--- config.mk ---
export PLATFORM = sky130hd
export DESIGN_NAME = ws2812_frame_tx
export DESIGN_NICKNAME = d
export VERILOG_FILES = /design/src/rtl/ws2812_frame_tx.sv
export SDC_FILE = /design/constraint.sdc
export NUM_CORES = 1
export LEC_CHECK = 0
export CAP_MARGIN = 20
export CORE_ASPECT_RATIO = 2
export CORE_MARGIN = 1.5
export CORE_UTILIZATION = 50
export CTS_CLUSTER_DIAMETER = 40
export DETAILED_ROUTE_END_ITERATION = 6
export GPL_TIMING_DRIVEN = 0
export PLACE_DENSITY = 0.73
export SYNTH_ARGS = -nofsm -noshare
export SYNTH_HDL_FRONTEND = slang
export SYNTH_SLANG_ARGS = --single-unit
export TNS_END_PERCENT = 10
--- constraint.sdc ---
create_clock -name hwclk -period 3.5 [get_ports hwclk]
set_input_delay 0.35 -clock hwclk [delete_from_list [all_inputs] [get_ports hwclk]]
set_output_delay 0.35 -clock hwclk [all_outputs]
set_load 0.02 [all_outputs]
--- src/rtl/ws2812_frame_tx.sv ---
// ws2812_frame_tx
// Serialises the four BCD clock digits onto a WS2812B LED chain: one pixel
// per digit bit (16 pixels), each pixel is a 24-bit GRB word sent MSB first.
// Digits are snapshotted when a start request is accepted. After the 384 data
// bits, the line is held low for the latch time, and then done pulses.
//
// Handshake: start is a single-cycle request. It is accepted only while the
// FSM is IDLE. While busy is high, start is dropped (not queued). done pulses
// for one cycle, on the same cycle that busy falls.
//
// Ports:
//   hwclk       system clock
//   rst_n       synchronous active-low reset
//   start       frame request
//   dm0/dm1     minutes units/tens digit
//   dh0/dh1     hours units/tens digit
//   dout        WS2812 data line (registered)
//   busy        frame (bits + latch) in progress (registered)
//   done        one-cycle completion pulse (registered)
module ws2812_frame_tx #(
    parameter int          BIT_CYCLES   = 15,
    parameter int          T0H_CYCLES   = 4,
    parameter int          T1H_CYCLES   = 9,
    parameter int          LATCH_CYCLES = 3600,
    parameter logic [23:0] ON_COLOR     = 24'h101010,
    parameter logic [23:0] OFF_COLOR    = 24'h000000
) (
    input  logic       hwclk,
    input  logic       rst_n,
    input  logic       start,
    input  logic [3:0] dm0,
    input  logic [3:0] dm1,
    input  logic [3:0] dh0,
    input  logic [3:0] dh1,
    output logic       dout,
    output logic       busy,
    output logic       done
);

    // One shared cycle counter serves both the bit timing and the latch
    // hold, so it is sized for the larger of the two periods.
    localparam int CNT_MAX = (LATCH_CYCLES > BIT_CYCLES) ? LATCH_CYCLES : BIT_CYCLES;
    localparam int CW      = (CNT_MAX > 1) ? $clog2(CNT_MAX) : 1;

    typedef enum logic [1:0] {
        IDLE  = 2'd0,
        BIT   = 2'd1,
        LATCH = 2'd2
    } state_t;

    state_t          state_q, state_d;
    logic [15:0]     snap_q, snap_d;
    logic [3:0]      pixel_q, pixel_d;
    logic [4:0]      bit_q, bit_d;
    logic [CW-1:0]   cycle_q, cycle_d;
    logic            dout_q, dout_d;
    logic            busy_q, busy_d;
    logic            done_q, done_d;
    logic [23:0]     colour_d;
    logic            cbit_d;

    always_ff @(posedge hwclk) begin
        if (!rst_n) begin
            state_q <= IDLE;
            snap_q  <= '0;
            pixel_q <= '0;
            bit_q   <= '0;
            cycle_q <= '0;
            dout_q  <= 1'b0;
            busy_q  <= 1'b0;
            done_q  <= 1'b0;
        end else begin
            state_q <= state_d;
            snap_q  <= snap_d;
            pixel_q <= pixel_d;
            bit_q   <= bit_d;
            cycle_q <= cycle_d;
            dout_q  <= dout_d;
            busy_q  <= busy_d;
            done_q  <= done_d;
        end
    end

    always_comb begin
        state_d  = state_q;
        snap_d   = snap_q;
        pixel_d  = pixel_q;
        bit_d    = bit_q;
        cycle_d  = cycle_q;
        busy_d   = busy_q;
        done_d   = 1'b0;
        dout_d   = 1'b0;
        colour_d = OFF_COLOR;
        cbit_d   = 1'b0;

        case (state_q)
            IDLE: begin
                if (start) begin
                    snap_d  = {dh1, dh0, dm1, dm0};
                    pixel_d = 4'd0;
                    bit_d   = 5'd23;
                    cycle_d = '0;
                    busy_d  = 1'b1;
                    state_d = BIT;
                end
            end
            BIT: begin
                if (cycle_q == CW'(BIT_CYCLES - 1)) begin
                    cycle_d = '0;
                    if (bit_q == 5'd0) begin
                        bit_d = 5'd23;
                        if (pixel_q == 4'd15) begin
                            state_d = LATCH;
                        end else begin
                            pixel_d = pixel_q + 4'd1;
                        end
                    end else begin
                        bit_d = bit_q - 5'd1;
                    end
                end else begin
                    cycle_d = cycle_q + CW'(1);
                end
            end
            LATCH: begin
                if (cycle_q == CW'(LATCH_CYCLES - 1)) begin
                    cycle_d = '0;
                    busy_d  = 1'b0;
                    done_d  = 1'b1;
                    state_d = IDLE;
                end else begin
                    cycle_d = cycle_q + CW'(1);
                end
            end
            default: begin
                state_d = IDLE;
                busy_d  = 1'b0;
            end
        endcase

        // dout is decoded from the next-state counters so the registered pin
        // lines up with them: the first high appears the cycle after start.
        colour_d = snap_d[pixel_d] ? ON_COLOR : OFF_COLOR;
        cbit_d   = colour_d[bit_d];
        if (state_d == BIT) begin
            dout_d = cbit_d ? (cycle_d < CW'(T1H_CYCLES)) : (cycle_d < CW'(T0H_CYCLES));
        end
    end

    assign dout = dout_q;
    assign busy = busy_q;
    assign done = done_q;

endmodule
==> run_1/clock_wires.png <==
The bar under the picture is 20 um long.
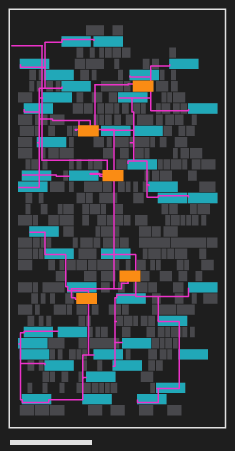
flip-flops: drawn in cyan, count 42. clock wires: drawn in magenta, length 562 um. clock-net drivers: drawn in orange, count 5.
Position of the flops: widely spread. There are 6 routed clock nets.
power share of the clock group: 0.330
clock skew after layout: 0.00236 ns
clock insertion delay at the later pin of the skew report: 0.30 ns
clk pwr: 330 uW

==> run_1/ff_map.png <==
The bar under the picture is 20 um long. Other sequential cells in the stronger gray, the rest of the logic in the fainter gray.
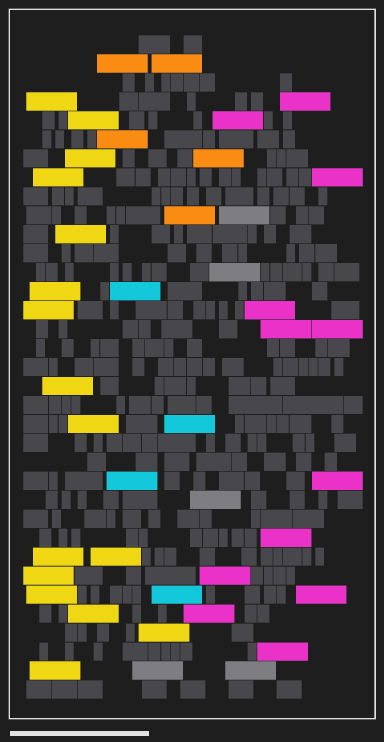
pixel_q: drawn in cyan, sequential cells 4. snap_q: drawn in yellow, sequential cells 16. cycle_q: drawn in magenta, sequential cells 12. bit_q: drawn in orange, sequential cells 5, where top center.
Another 5 sequential cells are not colored.
final core utilization: 0.602
sequential share of cell area: 0.301
flip-flop and latch power: 513 uW
Storage cell area: 841 sq um

==> impl_summary.log, run 1 <==
[flow] final metrics
INFO  metric register_share_after_synthesis = 0.347
INFO  metric post-synth-top-area-cell = dfxtp_1
INFO  metric antenna_left = 0
INFO  metric worst_ep_required_time = 3.74 ns
INFO  metric dp_worst_setup_slack = 0.484 ns
INFO  metric whs_path_depth = 2
INFO  metric die-area = 5300 sq um
INFO  metric finalHoldWorstSlack = 0.453 ns
INFO  metric detailroute.via_count = 2,277
INFO  metric power.leakage = 1.06 nW
INFO  metric post-route-drc-count = 0
INFO  metric synthTopCellsByArea = dfxtp_1 (35%), nand2_1 (6.7%), a21oi_1 (6.4%)
INFO  metric clock_sink_count = 42
INFO  metric setup_repair_after_global_routing_missed_its_margin = false
INFO  metric ffs_w_async_s_r_synth = 0
INFO  metric tightest_slew = 0.623 ns
INFO  metric max-clock-path-buffers = 2
INFO  metric synth_area = 2430 sq um
INFO  metric min-delay-start = snap_q[0]$_SDFF_PN0_
INFO  metric first_global_vias = 2,321
INFO  metric synthMostInstantiatedCell = nand2_1
INFO  metric rrSetupSlack = 0.59 ns
INFO  metric crit_arrival = 3.14 ns
INFO  metric warnings = 28
INFO  metric clk_pin_slew_worst_paths = 0.08 ns
INFO  metric min_period_over_period = 0.830
INFO  metric ys.flops = 42
INFO  metric cts_hold_repair.buffers = 0
INFO  metric run_status = finished, final reports clean
INFO  metric globalplace.congestion = 0.893
INFO  metric mapped_cells = 310
INFO  metric holdPathEnd = snap_q[0]$_SDFF_PN0_
INFO  metric enable_flop_cells = 0
INFO  metric synth.yosys.warnings = 0
INFO  metric grt_use_total = 0.257
INFO  metric number_of_antenna_violations_at_the_first_check_in_global_routing = 0
INFO  metric max-slew-margin-rel = 0.584
INFO  metric cts_root_buf = clkbuf_8
INFO  metric drive_above_1_share = 0.0914
INFO  metric die_x = 52.3 um
INFO  metric top_area_frac = 0.347
INFO  metric fp_util = 0.523
INFO  metric floorplan.io_pins = 22
INFO  metric critical_path.max_fanout = 10
INFO  metric path_class = flip-flop to flip-flop
INFO  metric cts-buffers-inserted = 5
INFO  metric core_area = 4640 sq um
INFO  metric port_buffers = 21
INFO  metric num_antenna_cells = 0
INFO  metric firstDrtPassIters = 4
INFO  metric worstRegToRegCells = 11
INFO  metric final.fill_count = 471
INFO  metric highest_achievable_clock_rate = 344 MHz
INFO  metric row_count = 35
INFO  metric worst_ir_drop_vdd = 322 uV
INFO  metric dpl.hpwl = 4840 um
INFO  metric grt_max_degree = 13
INFO  metric worst_hold_path_type = flip-flop to flip-flop
INFO  metric hold_viol = 0
INFO  metric power.density = 357 nW/um^2
INFO  metric crit_end_element = flip-flop
INFO  metric chipHeight = 102 um
INFO  metric tritoncts = yes
INFO  metric max-cap-violations = 0
INFO  metric timing.setup.tns = 0 ns
INFO  metric setup_slack = 0.594 ns
INFO  metric worstSetupStartpointType = flip-flop
INFO  metric drt-total-wl = 6230 um
INFO  metric yosys-stat-area = 2430 sq um
INFO  metric final_period_minus_worst_setup_slack = 2.91 ns
INFO  metric layout.nets = 362
INFO  metric r2r_start = cycle_q[1]$_SDFF_PN0_
INFO  metric first_pass_grt_wire_length = 10,200 um
INFO  metric synth.lib_cells_used.distinct = 58
INFO  metric synth.net_count = 334
INFO  metric synth_area_per_cell = 7.83 sq um
INFO  metric synth_to_final_area_change = 15.3%
INFO  metric rr_endpoint = dout$_SDFF_PN0_
INFO  metric finalSetupViolations = 0
INFO  metric detail_route.iter0.violations = 67
INFO  metric route.detailed.wl_per_inst = 15.8 um
INFO  metric globalRoute.totalOverflow = 0
INFO  metric main_flop_type = dfxtp_1
INFO  metric final_max_slew_viols = 0
INFO  metric number_of_resized_instances_in_the_post_cts_repair_step = 0
INFO  metric count_of_buffers_added_by_post_cts_timing_repair_for_setup = 0
INFO  metric yosys_cells = 310
INFO  metric cts_max_level = 2
INFO  metric common_cells = nand2_1 (43), dfxtp_1 (42), nor2_1 (39), a21oi_1 (31), o21ai_0 (17)
INFO  metric routed_via_density = 5.78
==> run_1/route_heat.png <==
The die is cut into 10 by 20 equal tiles; dark blue is low, red is high, scaled to the fullest tile. Values are wire area over tile area, all layers added.
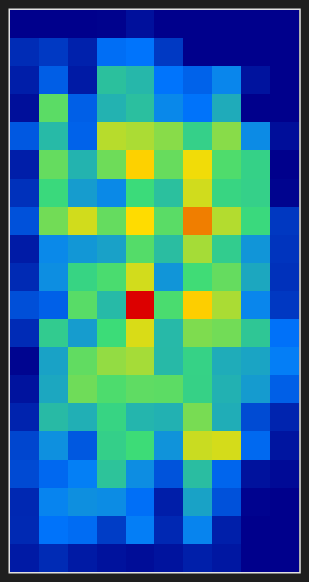
The fullest tile reaches 0.61. 13% of the tiles are nearly empty. The mean over all tiles is 0.18.

run 1: worst max-delay path by stage:
| stage | from | endpoint | slack [ns] | depth (start not counted) |
|---|---|---|---|---|
| 2_1_floorplan | bit_q[0]$_SDFF_PN0_ | dout$_SDFF_PN0_ | 0.95 | 11 |
| 3_3_place_gp | start | dout$_SDFF_PN0_ | 0.46 | 11 |
| 3_5_place_dp | start | dout$_SDFF_PN0_ | 0.48 | 11 |
| 4_1_cts | cycle_q[1]$_SDFF_PN0_ | dout$_SDFF_PN0_ | 0.58 | 11 |
| 5_1_grt | cycle_q[1]$_SDFF_PN0_ | dout$_SDFF_PN0_ | 0.33 | 11 |
| 6_report | cycle_q[1]$_SDFF_PN0_ | dout$_SDFF_PN0_ | 0.59 | 11 |
run 1: stage by stage:
stage,instance area (sq um),instances,utilization,total power [mW]
2_1_floorplan,2430,310,-,0.620
3_3_place_gp,2710,386,0.583,0.676
3_5_place_dp,2710,386,0.583,0.680
4_1_cts,2800,394,0.602,1.00
5_1_grt,2800,394,0.602,1.04
6_report,2800,394,0.602,0.999
run 1: where the power goes:
part | switching [mW] | total [mW] | internal (mW)
Clock | 0.171 | 0.330 | 0.159
Combinational | 0.0894 | 0.156 | 0.0665
Sequential | 0.0144 | 0.513 | 0.498
Total | 0.274 | 0.999 | 0.724
run 1: critical path: stages (launching register included):
cell	delay (ns)
dfxtp_1	0.43
ha_1	0.23
and3_1	0.16
clkbuf_1	0.26
a41oi_1	0.21
a21oi_2	0.31
buf_2	0.28
nor2_1	0.07
o21ai_0	0.24
nand2_1	0.10
or4_1	0.43
a21oi_1	0.12
run 1: area by class of cell:
cell class,count,area (sq um),area share
Inverter,5,18.8,0.00671
Buffer,17,76.3,0.0273
Clock inverter,1,5.00,0.00179
Timing Repair Buffer,21,210,0.0752
Sequential cell,42,841,0.301
Multi-Input combinational cell,246,1490,0.533
Clock buffer,7,86.3,0.0309
Tap cell,55,68.8,0.0246
run 1: flip-flops by register name (all words and copies together) (netlist names):
signal / count
snap_q: 16
cycle_q: 12
bit_q: 5
pixel_q: 4
state_q: 2
busy: 1
done: 1
dout: 1
run 1: routing by layer:
| layer | share of wire | vias to the layer above | wire length, um | GRT usage |
|---|---|---|---|---|
| li1 | - | 1162 | - | - |
| met1 | 0.35 | 1047 | 2190 | 0.239 |
| met4 | 0.029 | 0 | 182 | 0.128 |
| met3 | 0.026 | 15 | 163 | 0.0265 |
| met2 | 0.59 | 53 | 3700 | 0.516 |
| met5 | 0 | - | 0 | 0 |
run 1: kinds of logic (layout without fill, tap and decap cells):
kind of cell	after synthesis	in the layout	share of synthesized area
AND/OR/NAND/NOR	149	149	0.332
AND-OR/OR-AND	83	83	0.216
flip-flops	42	42	0.347
multiplexers	6	6	0.0299
adder cells (fa/ha/maj)	5	5	0.0258
XOR/XNOR	3	3	0.0108
buffers and inverters	22	51	0.0392
run 1: cell usage in the layout (no fill, tap or decap), types with 8 or more instances in the layout:
cell / n
nand2_1: 43
dfxtp_1: 42
nor2_1: 39
a21oi_1: 31
clkdlybuf4s50_1: 21
o21ai_0: 17
clkbuf_1: 12
and3_1: 8
nand2b_1: 8
and2_1: 8
==> run_1/sizing.png <==
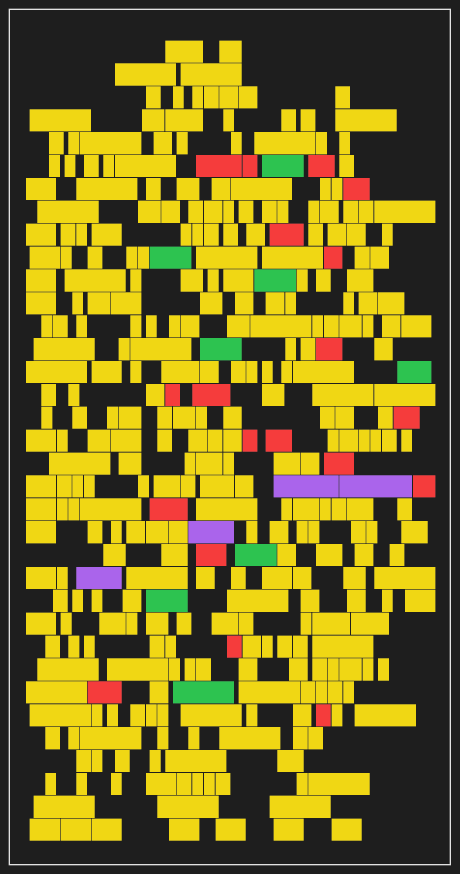

==> run 2, diff against run 1 <==
==> constraint.sdc (replaced) <==
create_clock -name hwclk -period 3 [get_ports hwclk]
set_input_delay 0.3 -clock hwclk [delete_from_list [all_inputs] [get_ports hwclk]]
set_output_delay 0.3 -clock hwclk [all_outputs]
set_load 0.02 [all_outputs]
==> run_2/sizing.png <==
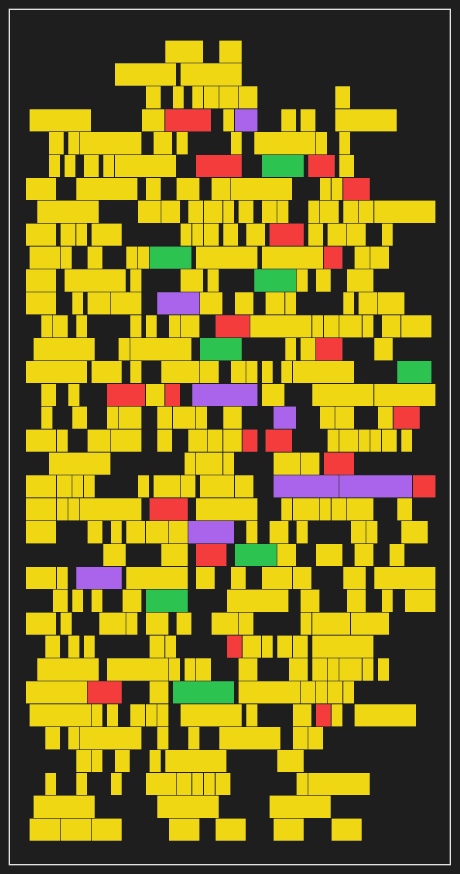
x2: drawn in red, cells 20. x1 and smaller: drawn in yellow, cells 303. x3 and x4: drawn in purple, cells 8. x6 and larger: drawn in green, cells 8.

==> impl_summary.log, run 2 <==
[flow] final metrics
INFO  metric detail_route.iter0.violations = 56
INFO  metric dp_worst_setup_slack = 0.0339 ns
INFO  metric run_status = finished, final reports clean
INFO  metric top_area_frac = 0.347
INFO  metric worst_hold_path_type = flip-flop to flip-flop
INFO  metric synth.lib_cells_used.distinct = 58
INFO  metric detailroute.via_count = 2,303
INFO  metric path_class = flip-flop to flip-flop
INFO  metric tightest_slew = 0.557 ns
INFO  metric cts_max_level = 2
INFO  metric fp_util = 0.523
INFO  metric critical-path-top-cell-by-count = a311o_1
INFO  metric placed_cells_incl_taps = 386
INFO  metric highest_achievable_clock_rate = 348 MHz
INFO  metric main_flop_type = dfxtp_1
INFO  metric drt-total-wl = 6310 um
INFO  metric stdcell_count = 394
INFO  metric number_of_antenna_violations_at_the_first_check_in_global_routing = 0
INFO  metric critical_path.max_fanout = 8
INFO  metric synth.net_count = 334
INFO  metric crit_end_element = flip-flop
INFO  metric synth_area_per_cell = 7.83 sq um
INFO  metric timing.setup.tns = 0 ns
INFO  metric min-delay-start = snap_q[0]$_SDFF_PN0_
INFO  metric cts-buffers-inserted = 5
INFO  metric worstSetupStartpointType = flip-flop
INFO  metric clk_pin_slew_worst_paths = 0.08 ns
INFO  metric path_depth = 11
INFO  metric crit_path_start = bit_q[0]$_SDFF_PN0_
INFO  metric r2r_start = bit_q[0]$_SDFF_PN0_
INFO  metric yosys_cells = 310
INFO  metric die_x = 52.3 um
INFO  metric cts_hold_repair.buffers = 0
INFO  metric seq_power_share = 0.511
INFO  metric biggestRegsByFlops = snap_q (16), cycle_q (12), bit_q (5)
INFO  metric setup_repair_after_global_routing_missed_its_margin = false
INFO  metric power.leakage = 1.07 nW
INFO  metric drive_above_1_share = 0.106
INFO  metric crit_arrival = 3.07 ns
INFO  metric worst_ir_drop_vdd = 369 uV
INFO  metric net-switching-power = 321 uW
INFO  metric power.share.clock = 0.327
INFO  metric final_max_slew_viols = 0
INFO  metric power.density = 414 nW/um^2
INFO  metric first_pass_grt_wire_length = 10,200 um
INFO  metric hold_viol = 0
INFO  metric port_buffers = 21
INFO  metric max-cap-violations = 0
INFO  metric yosys-stat-area = 2430 sq um
INFO  metric ys.flops = 42
INFO  metric firstDrtPassIters = 4
INFO  metric routed_via_density = 5.85
INFO  metric worst_ep_required_time = 3.19 ns
INFO  metric switching_share = 0.274
INFO  metric setup_slack = 0.125 ns
INFO  metric dpl_cell_area = 2710 sq um
INFO  metric synth.yosys.warnings = 0
INFO  metric synthMostInstantiatedCell = nand2_1
INFO  metric cp_slowest_stage_delay = 0.47 ns
INFO  metric comb_power_share = 0.162
INFO  metric synth_area = 2430 sq um
run 2: cell counts after synthesis:
Identical to the previous run, type by type.
run 2: final cells by class:
cell class	count	area (sq um)	area share
multi-input combinational	246	1510	0.536
tap	55	68.8	0.0243
clock buffer	7	86.3	0.0305
inverter	5	18.8	0.00664
clock inverter	1	5.00	0.00177
sequential	42	841	0.297
buffer	16	75.1	0.0266
timing repair buffer	22	218	0.0770
run 2: what timing repair did:
action,4_1_cts,5_1_grt
buffers inserted,0,1
gates resized,0,7
setup endpoints to repair,0,3
run 2: cell families (layout without fill, tap and decap cells):
group / after synthesis / after routing / share of synthesized area
fa+ha+maj: 5 / 5 / 0.0258
simple gates: 149 / 149 / 0.332
buf+inv: 22 / 51 / 0.0392
xor+xnor: 3 / 3 / 0.0108
mux: 6 / 6 / 0.0299
flops: 42 / 42 / 0.347
compound gates: 83 / 83 / 0.216
run 2: final timing paths:
kind,slack (ns),to
setup / recovery,0.13,dout$_SDFF_PN0_
hold / removal,0.45,snap_q[0]$_SDFF_PN0_
setup reg to reg,0.13,dout$_SDFF_PN0_
hold reg to reg,0.45,snap_q[0]$_SDFF_PN0_
run 2: metal layers:
layer  vias up  GRT usage  wire [um]
met2        56      0.516       3750
met1      1071      0.239       2200
met4         0      0.128        170
met3        15     0.0265        188
met5         -          0          0
li1       1161          -          -
run 2: worst reg2reg max path, cell delays in order (launching register included):
cell       delay (ns)
dfxtp_1          0.35
inv_1            0.10
ha_2             0.21
or4b_4           0.47
buf_4            0.18
nor4_4           0.26
mux2_4           0.23
nor2_8           0.07
a311o_1          0.36
a311o_1          0.35
o2111ai_1        0.11
a21oi_1          0.08
run 2: per-stage QoR:
stage	hold WS (ns)	power, mW
final	0.453	1.17
after global placement	0.441	0.788
after CTS	0.456	1.17
after global routing	0.476	1.22
after floorplan	0.418	0.723
after detailed placement	0.445	0.793
run 2: power by group through the flow:
stage	clock network, mW	registers, mW	logic [mW]
finish	0.383	0.599	0.189
global route	0.411	0.602	0.208
CTS	0.389	0.598	0.182
detailed placement	0	0.611	0.181
global placement	0	0.610	0.178
floorplan	0	0.610	0.114
==> run_2/route_heat.png <==
The die is cut into 10 by 20 equal tiles; dark blue is low, red is high, scaled to the fullest tile. Values are wire area over tile area, all layers added.
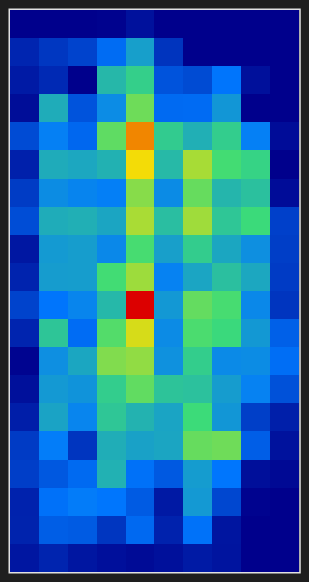

==> run 3, diff against run 2 <==
--- a/config.mk
+++ b/config.mk
@@ -6,7 +6,7 @@
 export NUM_CORES = 1
 export LEC_CHECK = 0
 export CAP_MARGIN = 20
-export CORE_ASPECT_RATIO = 2
+export CORE_ASPECT_RATIO = 1.25
 export CORE_MARGIN = 1.5
 export CORE_UTILIZATION = 50
 export CTS_CLUSTER_DIAMETER = 40
==> constraint.sdc (replaced) <==
create_clock -name hwclk -period 3.55 [get_ports hwclk]
set_input_delay 0.355 -clock hwclk [delete_from_list [all_inputs] [get_ports hwclk]]
set_output_delay 0.355 -clock hwclk [all_outputs]
set_load 0.02 [all_outputs]
==> run_3/route_heat.png <==
The die is cut into 13 by 16 equal tiles; dark blue is low, red is high, scaled to the fullest tile. Values are wire area over tile area, all layers added.
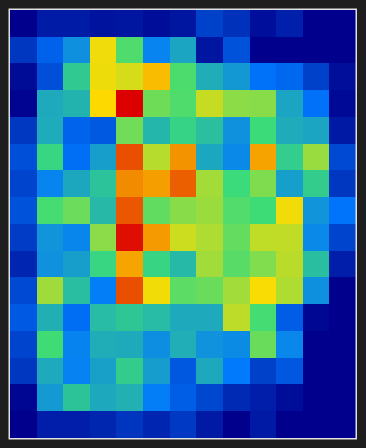
28% of the tiles are over half the peak. 12% of the tiles are nearly empty. The fullest tile reaches 0.49. The emptiest ninth of the die: lower right.

==> impl_summary.log, run 3 <==
[flow] final metrics
INFO  metric synth-adder-area-share = 0.0258
INFO  metric highest_achievable_clock_rate = 339 MHz
INFO  metric fp_util = 0.517
INFO  metric die_x = 65.3 um
INFO  metric synthMostInstantiatedCell = nand2_1
INFO  metric crit_end_element = flip-flop
INFO  metric tritoncts = yes
INFO  metric clock_insertion_delay_worst_skew = 0.29 ns
INFO  metric skew = 0.00605 ns
INFO  metric mapped_cells = 310
INFO  metric comb_power_share = 0.155
INFO  metric detail_route.iter0.violations = 133
INFO  metric synth_area = 2430 sq um
INFO  metric cp_slowest_stage_delay = 0.44 ns
INFO  metric cts_hold_repair.buffers = 0
INFO  metric first_global_vias = 2,099
INFO  metric synth.lib_cells_used.distinct = 58
INFO  metric globalRoute.totalOverflow = 0
INFO  metric synth.yosys.warnings = 0
INFO  metric ys_top_logic_family = simple AND/OR/NAND/NOR gates
INFO  metric port_buffers = 21
INFO  metric final.fill_count = 459
INFO  metric clock_sink_count = 42
INFO  metric ffs_w_async_s_r_synth = 0
INFO  metric floorplan.io_pins = 22
INFO  metric post-route-drc-count = 0
INFO  metric design_area = 2800 sq um
INFO  metric holdPathEnd = snap_q[1]$_SDFF_PN0_
INFO  metric number_of_resized_instances_in_the_post_cts_repair_step = 0
INFO  metric hold_viol = 0
INFO  metric max-slew-margin-rel = 0.570
INFO  metric globalplace.congestion = 0.821
INFO  metric crit_arrival = 3.17 ns
INFO  metric biggestRegsByFlops = snap_q (16), cycle_q (12), bit_q (5)
INFO  metric synthTopCellsByArea = dfxtp_1 (35%), nand2_1 (6.7%), a21oi_1 (6.4%)
INFO  metric tightest_slew = 0.644 ns
INFO  metric rrSetupSlack = 0.60 ns
INFO  metric setup_repair_after_global_routing_missed_its_margin = false
INFO  metric min_period_over_period = 0.830
INFO  metric synthXorXnorAreaFrac = 0.0108
INFO  metric top_area_frac = 0.347
INFO  metric most_common_logic_cells_in_the_final_layout = nand2_1 (43), dfxtp_1 (42), nor2_1 (39)
INFO  metric firstDrtPassIters = 4
INFO  metric common_cells = nand2_1 (43), dfxtp_1 (42), nor2_1 (39), a21oi_1 (31), o21ai_0 (17)
INFO  metric post-synth-top-area-cell = dfxtp_1
INFO  metric finalSetupViolations = 0
INFO  metric max-cap-violations = 0
INFO  metric r2r_start = cycle_q[1]$_SDFF_PN0_
INFO  metric count_of_buffers_added_by_post_cts_timing_repair_for_setup = 0
INFO  metric net-switching-power = 262 uW
INFO  metric drive_above_1_share = 0.0914
INFO  metric final_period_minus_worst_setup_slack = 2.95 ns
INFO  metric power.density = 348 nW/um^2
INFO  metric critical_path.max_fanout = 10
INFO  metric dpl_cell_area = 2710 sq um
INFO  metric worst_ir_drop_vdd = 271 uV
INFO  metric die-area = 5280 sq um
INFO  metric yosys_cells = 310
INFO  metric drt-total-wl = 5650 um
INFO  metric first_pass_grt_wire_length = 9460 um
INFO  metric cts_max_level = 2
INFO  metric cts-buffers-inserted = 5
INFO  metric run_status = finished, final reports clean
INFO  metric row_count = 28
INFO  metric largest_reg_flops = 16
INFO  metric warnings = 28
INFO  metric post_synth_mux_area_share = 0.0299
INFO  metric clk_pin_slew_worst_paths = 0.08 ns
INFO  metric path_class = flip-flop to flip-flop
INFO  metric register_share_after_synthesis = 0.347
INFO  metric grt_max_degree = 13
INFO  metric timing.setup.tns = 0 ns
INFO  metric num_antenna_cells = 0
INFO  metric worst_path_max_delay_cell = or4_1
INFO  metric chipHeight = 80.9 um
INFO  metric seq_power_share = 0.518
INFO  metric worstSetupStartpointType = flip-flop
INFO  metric max-clock-path-buffers = 2
INFO  metric enable_flop_cells = 0
INFO  metric crit_path_cell_trace = ha_1, and3_1, clkbuf_1, a41oi_1, a21oi_2, buf_2, nor2_1, o21ai_0, nand2_1, or4_1, a21oi_1
INFO  metric synthSimpleGateAreaFrac = 0.332
INFO  metric ys.flops = 42
INFO  metric synth_to_final_area_change = 15.5%
INFO  metric compound_cell_area_share_of_the_yosys_netlist = 0.216
INFO  metric worst_ep_required_time = 3.77 ns
INFO  metric synth_area_per_cell = 7.83 sq um
INFO  metric dpl.hpwl = 4160 um
INFO  metric min-delay-start = snap_q[1]$_SDFF_PN0_
INFO  metric layout_top_cell = nand2_1
INFO  metric cts_root_buf = clkbuf_8
INFO  metric rr_endpoint = dout$_SDFF_PN0_
INFO  metric top_register = snap_q
INFO  metric power.share.clock = 0.328
INFO  metric antenna_left = 0
INFO  metric route.detailed.wl_per_inst = 14.2 um
INFO  metric power.internal = 714 uW
## run 3: cell counts after synthesis
No cell type changed its count.
## run 3: worst max path at each step
stage                           from               to  slack, ns  depth (start not counted)
2_1_floorplan    bit_q[0]$_SDFF_PN0_  dout$_SDFF_PN0_        1.0                         11
3_3_place_gp                   start  dout$_SDFF_PN0_       0.48                         11
3_5_place_dp                   start  dout$_SDFF_PN0_       0.51                         11
4_1_cts        cycle_q[1]$_SDFF_PN0_  dout$_SDFF_PN0_       0.59                         11
5_1_grt        cycle_q[1]$_SDFF_PN0_  dout$_SDFF_PN0_       0.39                         11
6_report       cycle_q[1]$_SDFF_PN0_  dout$_SDFF_PN0_       0.60                         11
## run 3: kinds of logic (layout without fill, tap and decap cells)
logic type               after synthesis  after routing
adder cells (fa/ha/maj)                5              5
AND-OR/OR-AND                         83             83
AND/OR/NAND/NOR                      149            149
XOR/XNOR                               3              3
flip-flops                            42             42
buffers and inverters                 22             51
multiplexers                           6              6
## run 3: metal layers
metal	vias up	part of all wire	GRT usage
li1	1166	-	-
met1	1068	0.44	0.264
met2	37	0.51	0.413
met3	10	0.032	0.0319
met4	0	0.021	0.108
met5	-	0	0
## run 3: final cells by class
class                           count  area (sq um)  area share
Buffer                             17          76.3      0.0272
Clock buffer                        7          86.3      0.0308
Clock inverter                      1          5.00     0.00179
Inverter                            5          18.8     0.00670
Multi-Input combinational cell    246          1490       0.532
Sequential cell                    42           841       0.300
Tap cell                           60          75.1      0.0268
Timing Repair Buffer               21           210      0.0750
## run 3: power groups by stage
stage	registers [mW]	logic [mW]	clock network (mW)
6_report	0.505	0.151	0.320
5_1_grt	0.508	0.168	0.351
2_1_floorplan	0.515	0.0961	0
3_3_place_gp	0.516	0.149	0
3_5_place_dp	0.516	0.150	0
4_1_cts	0.505	0.151	0.325
## run 3: worst max-delay path, delay by kind of cell (launching register included)
kind,cells,cell delay (ns)
adders and majority gates,1,0.22
buffers and inverters,2,0.53
AOI/OAI and AO/OA,4,0.94
and+or+nand+nor,4,0.75
DFF,1,0.43
## run 3: per-stage QoR
stage / setup WS (ns) / hold WS [ns] / total power, mW / cells / utilization
floorplan: 0.999 / 0.431 / 0.611 / 310 / -
global route: 0.391 / 0.475 / 1.03 / 399 / 0.597
detailed placement: 0.508 / 0.446 / 0.666 / 391 / 0.578
CTS: 0.594 / 0.458 / 0.981 / 399 / 0.597
finish: 0.604 / 0.456 / 0.975 / 399 / 0.597
global placement: 0.482 / 0.441 / 0.664 / 391 / 0.578
Power figures rest on the tool's default switching activity, not on a simulated workload.
